==> images/final_placement.png <==
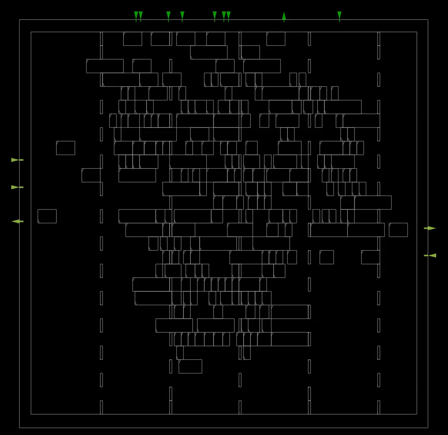
==> images/drive_strength.png <==
Scale bar: 20 um.
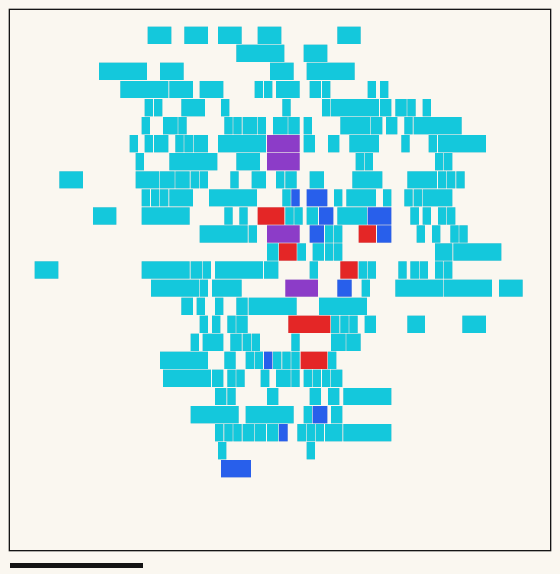
==> images/registers.png <==
Other sequential cells in the stronger grey, the rest of the logic in the fainter grey.
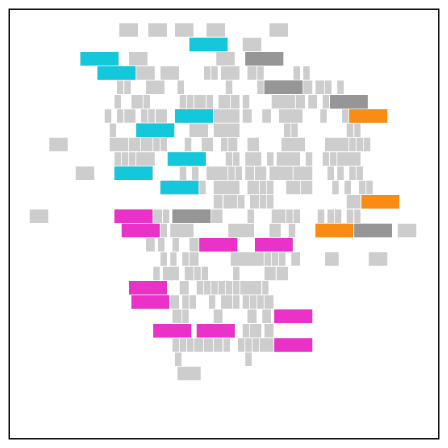
==> images/wire_density.png <==
Scale bar: 20 um. 16 x 16 tiles, from dark purple (low) to yellow (high), scaled to the fullest tile. Values are wire area over tile area, all layers added.
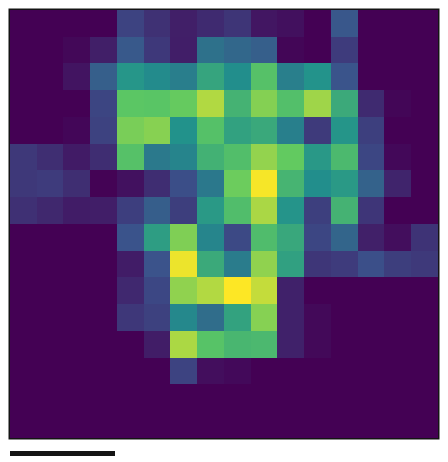
==> config.mk <==
export PLATFORM = sky130hd
export DESIGN_NAME = uart_tx
export DESIGN_NICKNAME = d
export VERILOG_FILES = /design/src/rtl/uart_tx_pkg.sv /design/src/rtl/uart_tx.sv
export SDC_FILE = /design/constraint.sdc
export NUM_CORES = 1
export LEC_CHECK = 0
export ABC_AREA = 1
export CAP_MARGIN = 20
export CORE_MARGIN = 2
export CORE_UTILIZATION = 25
export CTS_CLUSTER_DIAMETER = 100
export DETAILED_ROUTE_END_ITERATION = 10
export SLEW_MARGIN = 20
export SYNTH_ARGS = -nofsm -noshare
export SYNTH_HDL_FRONTEND = slang
export SYNTH_SLANG_ARGS = --single-unit
==> constraint.sdc <==
create_clock -name clk -period 2.2 [get_ports clk]
set_input_delay 0.22 -clock clk [delete_from_list [all_inputs] [get_ports clk]]
set_output_delay 0.22 -clock clk [all_outputs]
set_load 0.005 [all_outputs]
==> src/rtl/uart_tx_pkg.sv <==
`default_nettype none
// +----------------------------------------------------------------------+
// | uart_tx_pkg : shared UART definitions (bus map, frame format, FSM)    |
// | Revision    : 1.0                                                    |
// +----------------------------------------------------------------------+
package uart_tx_pkg;

    // Existing register-bus definitions for the UART block
    localparam int UART_ADDR_WIDTH   = 4;
    localparam int UART_BUS_WIDTH    = 32;
    localparam logic [UART_ADDR_WIDTH-1:0] UART_TX_DATA_ADDR = 4'h0;
    localparam logic [UART_ADDR_WIDTH-1:0] UART_STATUS_ADDR  = 4'h4;

    // 8N1 frame format; default divider is 100 MHz / 115200 baud
    localparam int UART_DATA_BITS        = 8;
    localparam int UART_STOP_BITS        = 1;
    localparam int UART_DEFAULT_DIV_RATE = 868;

    typedef enum logic [1:0] {
        ST_IDLE  = 2'd0,
        ST_START = 2'd1,
        ST_DATA  = 2'd2,
        ST_STOP  = 2'd3
    } uart_tx_state_e;

endpackage : uart_tx_pkg
`default_nettype wire

==> src/rtl/uart_tx.sv <==
`default_nettype none
// +----------------------------------------------------------------------+
// | uart_tx : 8N1 serial transmitter, registered outputs, inline baud gen |
// | Revision : 1.0                                                       |
// +----------------------------------------------------------------------+
module uart_tx
    import uart_tx_pkg::*;
#(
    parameter int DIV_RATE = UART_DEFAULT_DIV_RATE
) (
    input  logic       clk,
    input  logic       reset,
    input  logic       tx_start,
    input  logic [7:0] tx_data,
    output logic       tx_busy,
    output logic       tx_end,
    output logic       tx
);

    localparam int c_CNT_W = $clog2(DIV_RATE);
    localparam logic [c_CNT_W-1:0] c_BAUD_MAX = c_CNT_W'(DIV_RATE - 1);
    localparam logic [c_CNT_W-1:0] c_BAUD_ONE = c_CNT_W'(1);
    localparam logic [2:0]         c_LAST_BIT = 3'(UART_DATA_BITS - 1);

    uart_tx_state_e     r_state;
    logic [c_CNT_W-1:0] r_baud;
    logic [2:0]         r_bit;
    logic [7:0]         r_shift;
    logic               r_tx;
    logic               r_busy;
    logic               r_end;
    logic               w_baud_done;

    assign w_baud_done = (r_baud == c_BAUD_MAX);

    always_ff @(posedge clk) begin
        if (reset) begin
            r_state <= ST_IDLE;
            r_baud  <= '0;
            r_bit   <= '0;
            r_shift <= '0;
            r_tx    <= 1'b1;
            r_busy  <= 1'b0;
            r_end   <= 1'b0;
        end else begin
            r_end <= 1'b0;
            case (r_state)
                ST_IDLE: begin
                    if (tx_start) begin
                        r_state <= ST_START;
                        r_shift <= tx_data;
                        r_baud  <= '0;
                        r_bit   <= '0;
                        r_tx    <= 1'b0;
                        r_busy  <= 1'b1;
                    end
                end
                ST_START: begin
                    if (w_baud_done) begin
                        // LSB goes out first; shift right to expose the next bit
                        r_state <= ST_DATA;
                        r_baud  <= '0;
                        r_tx    <= r_shift[0];
                        r_shift <= {1'b0, r_shift[7:1]};
                    end else begin
                        r_baud <= r_baud + c_BAUD_ONE;
                    end
                end
                ST_DATA: begin
                    if (w_baud_done) begin
                        r_baud <= '0;
                        if (r_bit == c_LAST_BIT) begin
                            r_state <= ST_STOP;
                            r_bit   <= '0;
                            r_tx    <= 1'b1;
                        end else begin
                            r_bit   <= r_bit + 3'd1;
                            r_tx    <= r_shift[0];
                            r_shift <= {1'b0, r_shift[7:1]};
                        end
                    end else begin
                        r_baud <= r_baud + c_BAUD_ONE;
                    end
                end
                ST_STOP: begin
                    if (w_baud_done) begin
                        r_state <= ST_IDLE;
                        r_baud  <= '0;
                        r_busy  <= 1'b0;
                        r_end   <= 1'b1;
                    end else begin
                        r_baud <= r_baud + c_BAUD_ONE;
                    end
                end
                default: begin
                    r_state <= ST_IDLE;
                    r_baud  <= '0;
                    r_bit   <= '0;
                    r_tx    <= 1'b1;
                    r_busy  <= 1'b0;
                end
            endcase
        end
    end

    assign tx      = r_tx;
    assign tx_busy = r_busy;
    assign tx_end  = r_end;

endmodule : uart_tx
`default_nettype wire
==> flow_summary.json <==
{
  "status": "completed",
  "startpoint": "r_state[0]$_SDFFE_PP0P_",
  "clk_pin_slew_ps": 90,
  "post-place-ws_ps": 450,
  "avgRoutedWirePerCell_um": 9.96,
  "postCtsSetupBuffers": 0,
  "critPathCaptureType": "flop",
  "required_ps": 2380,
  "top_power_group": "combinational cells",
  "internal_power_mw": 1.10,
  "hold_class": "reg -> reg",
  "cts.path.max_buffers": 2,
  "numPortBuffers": 13,
  "cts-hold-fix-buffers": 0,
  "worst_r2r_endpoint": "r_shift[0]$_SDFFE_PP0P_",
  "dieArea_sq_mm": 0.00662,
  "rsz0062_at_grt": "no",
  "logic_family": "simple AND/OR/NAND/NOR gates",
  "crit_arrival_ps": 1920,
  "fp_nets": 234,
  "drv_slew": 0,
  "r2r_cells": 8,
  "yosys-stat-area_sq_mm": 0.00150,
  "root_buffer": "clkbuf_8",
  "first_pass_iters": 4,
  "rows": 28,
  "hold_viol_final": 0,
  "ys.flops": 26,
  "avgSynthCellArea_sq_um": 6.95,
  "switchingPower_mw": 0.740,
  "wl_um": 3040,
  "die_h_um": 81.3,
  "antenna_found_initial": 0,
  "period_used_pct": 79.1,
  "vias": 1311,
  "pwr-share-comb_pct": 48.0,
  "dieWidth_um": 81.3,
  "power.clock.total_mw": 0.310,
  "hold_path_depth": 2,
  "finClkSkew_ps": 6.23,
  "viasPerCell": 4.30,
  "swShare_pct": 40.1,
  "clockPowerShare_pct": 16.8,
  "antenna_left": 0,
  "ys_seq_share_pct": 34.8,
  "h-tree-depth": 1,
  "worst-setup-path-type": "reg -> reg",
  "final_core_util_pct": 30.3,
  "synthesis.area_sq_mm": 0.00150,
  "synth.cellmix.simpleShare_pct": 38.2
}
Notes on final_placement.png above:
Seq area share: 29.4%
fillcell total: 612
Core ar.: 0.00585 sq mm

Notes on drive_strength.png above:
[drive 3 to 4] red | cells: 6
[drive 6 and up] purple | cells: 4
[drive 1 or less] cyan | cells: 209
[drive 2] blue | cells: 11
Layout Cell Area excl Fill: 0.00177 sq mm
area grow syn2layout: 18.6%
Final Worst Setup Slack: 459 ps

Notes on registers.png above:
[`r_baud`] magenta | flops: 10
[`r_shift`] cyan | flops: 8
[`r_bit`] orange | flops: 3

Notes on wire_density.png above:
tiles over half the peak: 21%
fullest tile: 0.33
mean over tiles: 0.072

[sequential cells by signal (all words and copies together), names as in the netlist]
| register | flops |
|---|---|
| r_shift | 8 |
| tx_end | 1 |
| r_state | 2 |
| r_bit | 3 |
| r_baud | 10 |
| tx | 1 |
| tx_busy | 1 |
[cells in the mapped netlist (2+ instances only)]
cell      count  area (sq um)
o21bai_1      2          15.0
buf_2         4          20.0
a21oi_1      12          60.1
nand2_1      47           176
inv_2         3          11.3
inv_1        24          90.1
nor2_1       38           143
nor3_1        6          30.0
dfxtp_1      26           521
ha_1          8           100
nand3_1       9          45.0
nand4_1      10          62.6
mux2i_1       7          70.1
nand2_2       4          25.0
nor2_4        2          22.5
[stage by stage]
stage	instance area [sq um]	hold WS, ps	power [mW]	cells
after floorplan	1500	289	1.34	215
after global placement	1720	451	1.54	301
after detailed placement	1720	451	1.55	301
after CTS	1770	475	1.86	305
after global routing	1770	511	2.05	305
final	1770	473	1.84	305
[layer usage]
layer | share of wire (%) | wire, um | GRT usage (%)
met4 | 2.0 | 61 | 4.75
met2 | 45 | 1370 | 17.4
met1 | 50 | 1530 | 13.0
met5 | 0 | 0 | 0
met3 | 2.5 | 76 | 2.33
[cell type report]
cell class,instances,area [sq um],share of cell area (%)
Clock buffer,4,55.1,3.11
Multi-Input combinational cell,157,850,47.9
Inverter,27,101,5.72
Sequential cell,26,520,29.4
Tap cell,75,93.8,5.29
Timing Repair Buffer,16,153,8.61
[critical path, stage by stage (launching register included)]
cell and delay, ps:
dfxtp_1 380, inv_1 90, ha_1 320, nand2_1 140, inv_2 40, nor2_1 390, nand4_1 150, nand2_1 90
nor2_1 40
Power and IR drop assume default switching activity.
